Fig. 1: wires at chosen ports, followed through buffers
The bar under the picture is 20 um long.
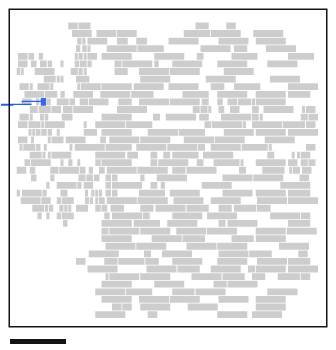
Fig. 2: metal 2
The bar under the picture is 20 um long.
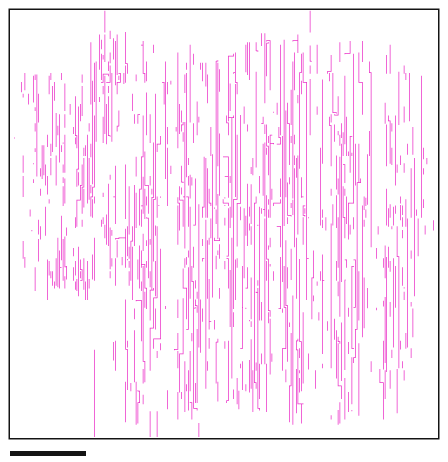
Fig. 3: wiring by layer
Only two layers are drawn.
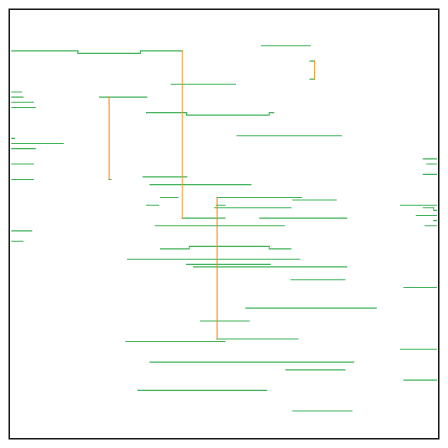
`config.mk`:
```
export PLATFORM = sky130hd
export DESIGN_NAME = flex_queue_flat
export DESIGN_NICKNAME = d
export VERILOG_FILES = /design/src/rtl/flex_queue_if.sv /design/src/rtl/flex_queue.sv /design/src/flat_wrapper.sv
export SDC_FILE = /design/constraint.sdc
export NUM_CORES = 1
export LEC_CHECK = 0
export CORE_MARGIN = 2
export CORE_UTILIZATION = 50
export CTS_BUF_LIST = sky130_fd_sc_hd__clkbuf_4 sky130_fd_sc_hd__clkbuf_8
export DETAILED_ROUTE_END_ITERATION = 8
export GPL_ROUTABILITY_DRIVEN = 1
export GPL_TIMING_DRIVEN = 0
export PLACE_DENSITY = 0.66
export SYNTH_ARGS = -nofsm -noshare
export SYNTH_HDL_FRONTEND = slang
export SYNTH_SLANG_ARGS = --single-unit
```
`constraint.sdc`:
```
create_clock -name clk -period 4.75 [get_ports clk]
set_clock_uncertainty 0.05 [all_clocks]
set_input_delay 0.95 -clock clk [delete_from_list [all_inputs] [get_ports clk]]
set_output_delay 0.95 -clock clk [all_outputs]
set_load 0.005 [all_outputs]
```
`src/rtl/flex_queue_if.sv`:
```
// Valid/ready handshake bundle for flex_queue: producer side (recv) and consumer side (send).
// The queue takes the slave view; the surrounding logic takes the master view.
interface flex_queue_if #(
    parameter int unsigned WIDTH = 8
);
    logic [WIDTH-1:0] recv_msg;
    logic             recv_val;
    logic             recv_rdy;
    logic [WIDTH-1:0] send_msg;
    logic             send_val;
    logic             send_rdy;

    modport master (
        output recv_msg, recv_val, send_rdy,
        input  recv_rdy, send_msg, send_val
    );

    modport slave (
        input  recv_msg, recv_val, send_rdy,
        output recv_rdy, send_msg, send_val
    );
endinterface

```
`src/rtl/flex_queue.sv`:
```
// Parametrised valid/ready FIFO with arbitrary depth, normal/pipe/bypass flow modes,
// synchronous flush, occupancy count and almost-full flag.
module flex_queue #(
    parameter int unsigned WIDTH        = 8,
    parameter int unsigned DEPTH        = 16,
    parameter int unsigned MODE         = 0,
    parameter int unsigned AFULL_THRESH = DEPTH - 2
) (
    input  logic                         clk,
    input  logic                         reset,
    input  logic                         flush,
    flex_queue_if.slave                  q,
    output logic [$clog2(DEPTH + 1)-1:0] count,
    output logic                         almost_full
);
    localparam int unsigned CW = $clog2(DEPTH + 1);
    localparam int unsigned PW = $clog2(DEPTH);
    localparam logic [CW-1:0] FullCount  = CW'(DEPTH);
    localparam logic [CW-1:0] AfullCount = CW'(AFULL_THRESH);
    localparam logic [PW-1:0] LastPtr    = PW'(DEPTH - 1);
    localparam bit IsPipe   = (MODE == 1);
    localparam bit IsBypass = (MODE == 2);

    logic [WIDTH-1:0] mem_q [DEPTH];
    logic [PW-1:0]    head_q, head_d;
    logic [PW-1:0]    tail_q, tail_d;
    logic [CW-1:0]    count_q, count_d;

    logic full, empty, active;
    logic recv_rdy, send_val;
    logic enq, deq, pass_through, enq_store, deq_store;

    always_comb begin
        full   = (count_q == FullCount);
        empty  = (count_q == '0);
        active = !reset && !flush;

        recv_rdy = active && (!full || (IsPipe && q.send_rdy));
        send_val = active && (!empty || (IsBypass && q.recv_val));

        enq = q.recv_val && recv_rdy;
        deq = send_val && q.send_rdy;

        // Bypass with an empty queue hands the payload straight across without touching storage.
        pass_through = IsBypass && empty && enq && deq;
        enq_store    = enq && !pass_through;
        deq_store    = deq && !pass_through;

        head_d  = deq_store ? ((head_q == LastPtr) ? '0 : head_q + 1'b1) : head_q;
        tail_d  = enq_store ? ((tail_q == LastPtr) ? '0 : tail_q + 1'b1) : tail_q;
        count_d = count_q + CW'(enq_store) - CW'(deq_store);
    end

    assign q.recv_rdy  = recv_rdy;
    assign q.send_val  = send_val;
    assign q.send_msg  = (IsBypass && empty) ? q.recv_msg : mem_q[head_q];
    assign count       = reset ? '0 : count_q;
    assign almost_full = !reset && (count_q >= AfullCount);

    always_ff @(posedge clk) begin
        if (reset || flush) begin
            head_q  <= '0;
            tail_q  <= '0;
            count_q <= '0;
        end else begin
            head_q  <= head_d;
            tail_q  <= tail_d;
            count_q <= count_d;
        end
    end

    // Storage is not reset; enq_store is already gated off by reset and flush.
    always_ff @(posedge clk) begin
        if (enq_store) begin
            mem_q[tail_q] <= q.recv_msg;
        end
    end
endmodule

```
`src/flat_wrapper.sv`:
```
// flat-port wrapper written by rule: the top's interface ports become plain ports
module flex_queue_flat 
#(
    parameter int unsigned WIDTH        = 8,
    parameter int unsigned DEPTH        = 16,
    parameter int unsigned MODE         = 0,
    parameter int unsigned AFULL_THRESH = DEPTH - 2
)
  (clk, reset, flush, count, almost_full, q_recv_msg, q_recv_val, q_send_rdy, q_recv_rdy, q_send_msg, q_send_val);
  flex_queue_if #(.WIDTH(WIDTH)) q_i ();
  input  logic clk;
  input  logic reset;
  input  logic flush;
  output logic [$clog2(DEPTH + 1)-1:0] count;
  output logic almost_full;
  input wire logic [$bits(q_i.recv_msg)-1:0] q_recv_msg;
  input wire logic [$bits(q_i.recv_val)-1:0] q_recv_val;
  input wire logic [$bits(q_i.send_rdy)-1:0] q_send_rdy;
  output wire logic [$bits(q_i.recv_rdy)-1:0] q_recv_rdy;
  output wire logic [$bits(q_i.send_msg)-1:0] q_send_msg;
  output wire logic [$bits(q_i.send_val)-1:0] q_send_val;
  assign q_i.recv_msg = q_recv_msg;
  assign q_i.recv_val = q_recv_val;
  assign q_i.send_rdy = q_send_rdy;
  assign q_recv_rdy = q_i.recv_rdy;
  assign q_send_msg = q_i.send_msg;
  assign q_send_val = q_i.send_val;
  flex_queue #(.WIDTH(WIDTH), .DEPTH(DEPTH), .MODE(MODE), .AFULL_THRESH(AFULL_THRESH)) u_core (.clk(clk), .reset(reset), .flush(flush), .q(q_i), .count(count), .almost_full(almost_full));
endmodule
```
==> impl_metrics.py <==
# Synthesis and PnR figures
metrics = {
    "synthesis": {
        "most_common_cell": "edfxtp_1",
        "adder_share": 0.0328,
        "mux_share": 0.131,
        "ys_ff": 145,
        "synth_chip_area_mm2": 0.00596,
        "ys_sh_xor": 0.00441,
        "top_cells_by_count": "128 x edfxtp_1, 19 x nand2_1, 17 x dfxtp_1",
        "syn_inst": 333,
        "synth_area_per_cell_um2": 17.9,
        "synth_warnings": 0,
        "top_area_frac": 0.645,
        "yosys.area_share.simple": 0.0664,
        "netlist_area_mm2": 0.00596,
        "area_leaders": "edfxtp_1 65%, mux4_1 7.1%, mux4_2 6.1%, dfxtp_1 5.7%, ha_1 2.9%",
        "aoi_share": 0.0374,
    },
    "final_layout": {
        "diodes": 0,
        "comb_cells": 161,
        "drive_above_1_share": 0.142,
        "flops": 145,
        "seq_area_mm2": 0.00418,
        "inv_count": 12,
        "clkCellAreaFrac": 0.0466,
        "sh_seq_area": 0.623,
        "comb_area_mm2": 0.00163,
    },
    "detailed_routing": {
        "drc_errors": 1,
        "wl_met1_um": 4480,
        "top_layer": "met4",
        "via_per_inst": 5.68,
        "wl_met3_um": 812,
        "wl_per_cell_um": 20.7,
    },
    "clocking": {
        "clockBufferDepth": 2,
        "ctsResizeCount": 0,
        "cts.reportedPaths.clkPinSlew_ns": 0.07,
        "numClockSinks": 145,
    },
    "critical_path": {
        "crit_chain": "buf_6 > buf_6 > mux4_1 > a22oi_1 > nand2_1 > clkdlybuf4s50_1",
        "crit_path_end_kind": "output port",
        "r2r_setup_slack_ns": 1.69,
        "crit_path_end": "q_send_msg[1]",
        "arrival_ns": 2.55,
        "reg2reg_from": "u_core.count_q[2]",
        "start_kind": "flip-flop",
        "cp_num_buf_inv": 3,
        "critical_path_required_ns": 3.75,
    },
    "placed_design": {
        "io_buffers": 26,
        "place_ws_ns": 0.913,
        "post_dp_cell_area_mm2": 0.00640,
        "post-place-cells": 502,
    },
    "global_route": {
        "antenna_found_initial": 0,
        "use_met3": 0.0637,
        "grt_pass1_vias": 3015,
        "grt_pass1_wl_um": 16800,
        "grt-ovfl-total": 0,
        "grt_max_degree": 17,
    },
    "status": {
        "status": "finished with violations",
        "violations": "design-rule violations",
    },
    "power": {
        "pg_seq_mw": 1.39,
        "cellPowerDensity_mw_per_mm2": 338,
        "p_total_mw": 2.27,
        "pg_comb_uw": 82.7,
        "clkPwrFrac": 0.350,
        "top_power_group": "registers",
        "p_int_mw": 1.83,
        "vdd_drop_max_v": 0.000138,
    },
    "timing": {
        "worst_slack_ns": 1.20,
        "slew_headroom": 0.179,
    },
    "die": {
        "io_pins": 29,
        "tapCellCount": 143,
        "fp_util": 0.517,
        "core-area_mm2": 0.0115,
        "dieHeight_um": 113,
    },
}
About Fig. 1:
`almost_full` -> blue  # bits 1, direction output, end cells 1, buffers 1, wire 14.9 um

About Fig. 2:
longest straight run = 57.5 um
nets with wire on the layer = 356
share of all routed wire = 51%
wire length on this layer = 5600 um
main direction = vertical
Post-Route WL: 11000 um
Vias: 3017
grt met2 use: 0.304

About Fig. 3:
M4 -> orange  # wire length 108 um
M3 -> green  # wire length 813 um

No activity file was given, so power comes from the tool's default toggle rates.
